<file path="config.mk">
export PLATFORM = sky130hd
export DESIGN_NAME = am_err_accum_flat
export DESIGN_NICKNAME = d
export VERILOG_FILES = /design/src/rtl/am_err_pkg.sv /design/src/rtl/am_err_accum_if.sv /design/src/rtl/am_err_stage.sv /design/src/rtl/am_err_accum.sv /design/src/flat_wrapper.sv
export SDC_FILE = /design/constraint.sdc
export NUM_CORES = 1
export LEC_CHECK = 0
export ABC_AREA = 1
export CAP_MARGIN = 20
export CORE_UTILIZATION = 60
export DETAILED_ROUTE_END_ITERATION = 12
export PLACE_DENSITY = 0.85
export RECOVER_POWER = 50
export SYNTH_ARGS = -nofsm -noshare
export SYNTH_HDL_FRONTEND = slang
export SYNTH_SLANG_ARGS = --single-unit
</file>
<file path="constraint.sdc">
create_clock -name i_clk -period 15.85 [get_ports i_clk]
set_input_delay 1.585 -clock i_clk [delete_from_list [all_inputs] [get_ports i_clk]]
set_output_delay 1.585 -clock i_clk [all_outputs]
set_load 0.01 [all_outputs]
</file>
<file path="src/rtl/am_err_pkg.sv">
// Shared FSM type and accumulator width helpers for the approximate-multiplier
// error-statistics accumulator.
package am_err_pkg;

    typedef enum logic [1:0] {
        StIdle,
        StRun,
        StDrain,
        StDone
    } state_e;

    function automatic int unsigned sse_width(input int unsigned w, input int unsigned log2n);
        return 4 * w + log2n;
    endfunction

    function automatic int unsigned sae_width(input int unsigned w, input int unsigned log2n);
        return 2 * w + log2n;
    endfunction

    function automatic int unsigned bias_width(input int unsigned w, input int unsigned log2n);
        return 2 * w + 1 + log2n;
    endfunction

    function automatic int unsigned cnt_width(input int unsigned log2n);
        return log2n + 1;
    endfunction

endpackage

</file>
<file path="src/rtl/am_err_accum_if.sv">
// Sample stream, control and result bundle of am_err_accum; the sample source
// and result consumer use the master side.
interface am_err_accum_if
    import am_err_pkg::*;
#(
    parameter int unsigned W     = 8,
    parameter int unsigned LOG2N = 16
) ();

    logic                               start;
    logic                               in_valid;
    logic                               in_ready;
    logic [W-1:0]                       x;
    logic [W-1:0]                       y;
    logic [2*W-1:0]                     z_apx;
    logic                               busy;
    logic                               res_valid;
    logic [sse_width(W, LOG2N)-1:0]     sse;
    logic [sae_width(W, LOG2N)-1:0]     sae;
    logic [bias_width(W, LOG2N)-1:0]    bias;
    logic [2*W-1:0]                     max_ae;
    logic [cnt_width(LOG2N)-1:0]        nz_cnt;

    modport master (
        output start, in_valid, x, y, z_apx,
        input  in_ready, busy, res_valid, sse, sae, bias, max_ae, nz_cnt
    );

    modport slave (
        input  start, in_valid, x, y, z_apx,
        output in_ready, busy, res_valid, sse, sae, bias, max_ae, nz_cnt
    );

endinterface

</file>
<file path="src/rtl/am_err_stage.sv">
// Pipeline stages S1-S2: register exact/approximate products, then the signed
// error, its magnitude and its square.
module am_err_stage #(
    parameter int unsigned W = 8
) (
    input  logic                i_clk,
    input  logic                i_rst,
    input  logic                i_valid,
    input  logic [W-1:0]        i_x,
    input  logic [W-1:0]        i_y,
    input  logic [2*W-1:0]      i_z_apx,
    output logic                o_s1_valid,
    output logic                o_valid,
    output logic signed [2*W:0] o_e,
    output logic [2*W-1:0]      o_abs_e,
    output logic [4*W-1:0]      o_sq_e
);

    logic                r_s1_valid;
    logic [2*W-1:0]      r_s1_exact;
    logic [2*W-1:0]      r_s1_apx;
    logic                r_s2_valid;
    logic signed [2*W:0] r_s2_e;
    logic [2*W-1:0]      r_s2_abs;
    logic [4*W-1:0]      r_s2_sq;

    logic [2*W-1:0]      w_prod;
    logic signed [2*W:0] w_e;
    logic signed [2*W:0] w_neg;
    logic [2*W-1:0]      w_abs;
    logic [4*W-1:0]      w_abs_ext;

    assign w_prod    = {{W{1'b0}}, i_x} * {{W{1'b0}}, i_y};
    assign w_e       = $signed({1'b0, r_s1_apx}) - $signed({1'b0, r_s1_exact});
    assign w_neg     = -w_e;
    // |e| <= 2^(2W)-1, so the top bit of the magnitude is always zero
    assign w_abs     = w_e[2*W] ? w_neg[2*W-1:0] : w_e[2*W-1:0];
    assign w_abs_ext = {{(2*W){1'b0}}, w_abs};

    always_ff @(posedge i_clk) begin
        if (i_rst) begin
            r_s1_valid <= 1'b0;
            r_s2_valid <= 1'b0;
        end else begin
            r_s1_valid <= i_valid;
            r_s2_valid <= r_s1_valid;
        end
    end

    always_ff @(posedge i_clk) begin
        if (i_valid) begin
            r_s1_exact <= w_prod;
            r_s1_apx   <= i_z_apx;
        end
        if (r_s1_valid) begin
            r_s2_e   <= w_e;
            r_s2_abs <= w_abs;
            r_s2_sq  <= w_abs_ext * w_abs_ext;
        end
    end

    assign o_s1_valid = r_s1_valid;
    assign o_valid    = r_s2_valid;
    assign o_e        = r_s2_e;
    assign o_abs_e    = r_s2_abs;
    assign o_sq_e     = r_s2_sq;

endmodule

</file>
<file path="src/rtl/am_err_accum.sv">
// Windowed error-statistics accumulator for an 8x8 approximate multiplier:
// FSM, accept counter and the S3 accumulators.
module am_err_accum
    import am_err_pkg::*;
#(
    parameter int unsigned W     = 8,
    parameter int unsigned LOG2N = 16
) (
    input  logic          i_clk,
    input  logic          i_rst,
    am_err_accum_if.slave io_bus
);

    localparam int unsigned SseW  = sse_width(W, LOG2N);
    localparam int unsigned SaeW  = sae_width(W, LOG2N);
    localparam int unsigned BiasW = bias_width(W, LOG2N);
    localparam int unsigned CntW  = cnt_width(LOG2N);
    localparam logic [CntW-1:0] LastIdx = {1'b0, {LOG2N{1'b1}}};

    state_e              r_state;
    state_e              w_state_nxt;
    logic [CntW-1:0]     r_cnt;
    logic [SseW-1:0]     r_sse;
    logic [SaeW-1:0]     r_sae;
    logic [BiasW-1:0]    r_bias;
    logic [2*W-1:0]      r_max;
    logic [CntW-1:0]     r_nz;

    logic                w_accept;
    logic                w_last;
    logic                w_clear;
    logic                w_s1_valid;
    logic                w_s2_valid;
    logic signed [2*W:0] w_e;
    logic [2*W-1:0]      w_abs;
    logic [4*W-1:0]      w_sq;

    assign w_accept = io_bus.in_valid && (r_state == StRun);
    assign w_last   = w_accept && (r_cnt == LastIdx);

    am_err_stage #(
        .W (W)
    ) u_stage (
        .i_clk      (i_clk),
        .i_rst      (i_rst),
        .i_valid    (w_accept),
        .i_x        (io_bus.x),
        .i_y        (io_bus.y),
        .i_z_apx    (io_bus.z_apx),
        .o_s1_valid (w_s1_valid),
        .o_valid    (w_s2_valid),
        .o_e        (w_e),
        .o_abs_e    (w_abs),
        .o_sq_e     (w_sq)
    );

    always_comb begin
        w_state_nxt = r_state;
        w_clear     = 1'b0;
        unique case (r_state)
            StIdle, StDone: begin
                if (io_bus.start) begin
                    w_state_nxt = StRun;
                    w_clear     = 1'b1;
                end
            end
            StRun: begin
                if (w_last) w_state_nxt = StDrain;
            end
            // Once S1 is empty the last sample retires from S2 on this same edge
            StDrain: begin
                if (!w_s1_valid) w_state_nxt = StDone;
            end
            default: w_state_nxt = StIdle;
        endcase
    end

    always_ff @(posedge i_clk) begin
        if (i_rst) begin
            r_state <= StIdle;
            r_cnt   <= '0;
            r_sse   <= '0;
            r_sae   <= '0;
            r_bias  <= '0;
            r_max   <= '0;
            r_nz    <= '0;
        end else begin
            r_state <= w_state_nxt;
            if (w_clear) begin
                r_cnt  <= '0;
                r_sse  <= '0;
                r_sae  <= '0;
                r_bias <= '0;
                r_max  <= '0;
                r_nz   <= '0;
            end else begin
                if (w_accept) r_cnt <= r_cnt + CntW'(1);
                if (w_s2_valid) begin
                    r_sse  <= r_sse + SseW'(w_sq);
                    r_sae  <= r_sae + SaeW'(w_abs);
                    r_bias <= r_bias + BiasW'(w_e);
                    if (w_abs > r_max) r_max <= w_abs;
                    if (w_e != '0) r_nz <= r_nz + CntW'(1);
                end
            end
        end
    end

    assign io_bus.in_ready  = (r_state == StRun);
    assign io_bus.busy      = (r_state == StRun) || (r_state == StDrain);
    assign io_bus.res_valid = (r_state == StDone);
    assign io_bus.sse       = r_sse;
    assign io_bus.sae       = r_sae;
    assign io_bus.bias      = r_bias;
    assign io_bus.max_ae    = r_max;
    assign io_bus.nz_cnt    = r_nz;

endmodule

</file>
<file path="src/flat_wrapper.sv">
// flat-port wrapper written by rule: the top's interface ports become plain ports
module am_err_accum_flat import am_err_pkg::*;
#(
    parameter int unsigned W     = 8,
    parameter int unsigned LOG2N = 16
)
  (i_clk, i_rst, io_bus_start, io_bus_in_valid, io_bus_x, io_bus_y, io_bus_z_apx, io_bus_in_ready, io_bus_busy, io_bus_res_valid, io_bus_sse, io_bus_sae, io_bus_bias, io_bus_max_ae, io_bus_nz_cnt);
  am_err_accum_if #(.W(W), .LOG2N(LOG2N)) io_bus_i ();
  input  logic i_clk;
  input  logic i_rst;
  input wire logic [$bits(io_bus_i.start)-1:0] io_bus_start;
  input wire logic [$bits(io_bus_i.in_valid)-1:0] io_bus_in_valid;
  input wire logic [$bits(io_bus_i.x)-1:0] io_bus_x;
  input wire logic [$bits(io_bus_i.y)-1:0] io_bus_y;
  input wire logic [$bits(io_bus_i.z_apx)-1:0] io_bus_z_apx;
  output wire logic [$bits(io_bus_i.in_ready)-1:0] io_bus_in_ready;
  output wire logic [$bits(io_bus_i.busy)-1:0] io_bus_busy;
  output wire logic [$bits(io_bus_i.res_valid)-1:0] io_bus_res_valid;
  output wire logic [$bits(io_bus_i.sse)-1:0] io_bus_sse;
  output wire logic [$bits(io_bus_i.sae)-1:0] io_bus_sae;
  output wire logic [$bits(io_bus_i.bias)-1:0] io_bus_bias;
  output wire logic [$bits(io_bus_i.max_ae)-1:0] io_bus_max_ae;
  output wire logic [$bits(io_bus_i.nz_cnt)-1:0] io_bus_nz_cnt;
  assign io_bus_i.start = io_bus_start;
  assign io_bus_i.in_valid = io_bus_in_valid;
  assign io_bus_i.x = io_bus_x;
  assign io_bus_i.y = io_bus_y;
  assign io_bus_i.z_apx = io_bus_z_apx;
  assign io_bus_in_ready = io_bus_i.in_ready;
  assign io_bus_busy = io_bus_i.busy;
  assign io_bus_res_valid = io_bus_i.res_valid;
  assign io_bus_sse = io_bus_i.sse;
  assign io_bus_sae = io_bus_i.sae;
  assign io_bus_bias = io_bus_i.bias;
  assign io_bus_max_ae = io_bus_i.max_ae;
  assign io_bus_nz_cnt = io_bus_i.nz_cnt;
  am_err_accum #(.W(W), .LOG2N(LOG2N)) u_core (.i_clk(i_clk), .i_rst(i_rst), .io_bus(io_bus_i));
endmodule
</file>
**Congestion heat map**

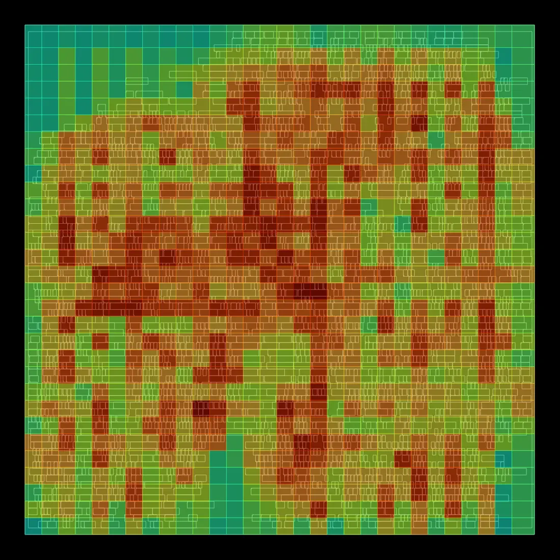
global route hottest layer: met2
average routed wire per standard cell: 16.0 um
grt met1 use: 41.4%
global routing met3 resource utilization: 4.88%

**Drive-strength map**

Drawn at 2 px/um.
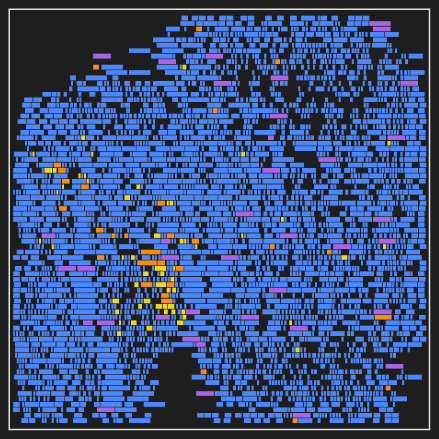
size	color	cells	share
_0 and _1 cells	blue	3448	97%
_6 and larger	purple	38	1.1%
_2 cells	yellow	56	1.6%
_3 and _4 cells	orange	30	0.84%

**Zoomed window**

Region (40, 145) to (65, 170) um. Cells in gray, sequential cells in the stronger gray; small squares are vias.
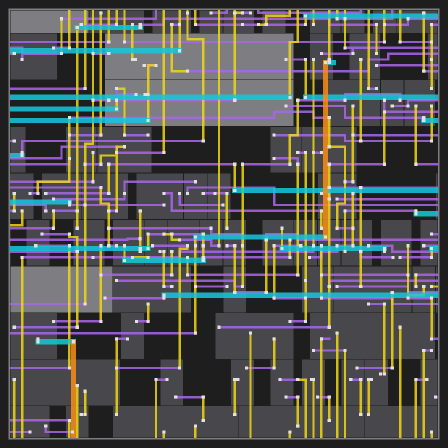
layer	color
metal 4	orange
metal 2	yellow
metal 1	purple
metal 3	cyan
most frequent	inv_1 (13), nand2_1 (7), a21oi_1 (6)
netlist names of flops here include	`u_core.u_stage.o_sq_e` (3)
cells with their middle in the window	56
sequential cells in the window	3

==> summary.rpt <==
IMPLEMENTATION SUMMARY REPORT
----------------------------------------------------
[Yosys]
  Gate count after technology mapping ........................ 3401
  Summed instance area of the synthesized netlist ........................ 0.0258 mm2
  Synth logic family ........................ adder cells
  Async S/R FF share, synth ........................ 0%
  Sequential element share of the synthesized area ........................ 23.9%
  Syn Nets ........................ 3894
  Most frequent cell after synthesis ........................ inv_1
  Synthesized area per cell ........................ 7.59 um2
  Main flop type ........................ dfxtp_1

[Worst setup path]
  Nature of the critical path endpoint ........................ flop
  Category of the critical setup timing path ........................ flop to flop
  End of the critical path ........................ u_core.u_stage.o_sq_e[26]$_DFFE_PP_
  Critical path peak fanout ........................ 20
  Crit path from ........................ u_core.u_stage.r_s1_apx[0]$_DFFE_PP_
  Worst Path Arrival ........................ 9.88 ns
  Data required, critical path ........................ 16.15 ns
  Reg-to-reg critical path startpoint ........................ u_core.u_stage.r_s1_apx[0]$_DFFE_PP_
  Library cell contributing the largest single delay on the critical path ........................ clkbuf_1
  Kind of cell adding the most delay to the critical path ........................ adder cells

[STA]
  Final number of hold-violating endpoints ........................ 0
  Max Freq ........................ 104 MHz
  Final worst-path cycle share ........................ 60.4%
  Worst max-slew margin expressed relative to the limit ........................ -173%
  Total negative slack for setup checks ........................ 0 ns
  Final min period ........................ 9.58 ns
  Final count of pins violating max slew ........................ 266
  Worst Tran Pin Value ........................ 4.10 ns
  Worst setup skew after layout ........................ 0.0291 ns

[Die]
  Std-Cell Core Area ........................ 0.0422 mm2
  Number of tap cells inserted ........................ 539
  Fp_density ........................ 61.1%
  Width of the die ........................ 209 um

[Layout]
  # nets final ........................ 4042
  Buffer share of cell area ........................ 6.50%
  Seq_cells ........................ 261
  Fraction of layout cells with a size suffix above 1 ........................ 3.47%
  Comb area share ........................ 57.8%
  Fillers ........................ 3448
  Clk tree area frac ........................ 3.24%
  Clock Buffer Count ........................ 36
  Synthesis-to-layout area growth ........................ 12.1%
  Max FFs per register ........................ 48
  Most common library cell in the layout ignoring fill and taps ........................ inv_1
  Most frequent logic cells in the routed design ........................ inv_1 (658), nand2_1 (594), nor2_1 (421), ha_1 (254), a21oi_1 (227)

[Global routing]
  Met2 layer usage reported by global route ........................ 50.6%
  Wire length of the first global-routing pass ........................ 109 mm
  Overflow left after global routing ........................ 0
  Vias in the first global route ........................ 21800
  Largest net degree at the start of global routing ........................ 97

[Clock network]
  Late-Pin Clk Latency ........................ 0.58 ns
  Number of sinks driven by the clock tree ........................ 261
  Bufs on Longest Clock Path ........................ 3
  Hold Buf Count CTS ........................ 0
  Number of buffers created by CTS ........................ 29
  H-tree depth ........................ 1

[Status]
  Run status ........................ complete, but fails checks
  Violations in the final reports ........................ capacitance limit, slew limit

[Drt]
  Met2 Wirelength ........................ 29.7 mm
  Detail-routed via count per cell ........................ 5.52
  Violation tally from detailed-route iteration zero ........................ 2224
  Residual antenna-violating net count after detailed routing ........................ 0

[Run]
  Maxcap violations ........................ 4
  Tool warning count ........................ 32

[Worst hold path]
  Number of cells on the worst hold path ........................ 1
  WHS Endpoint ........................ u_core.r_cnt[7]$_SDFFE_PP0P_

----------------------------------------------------
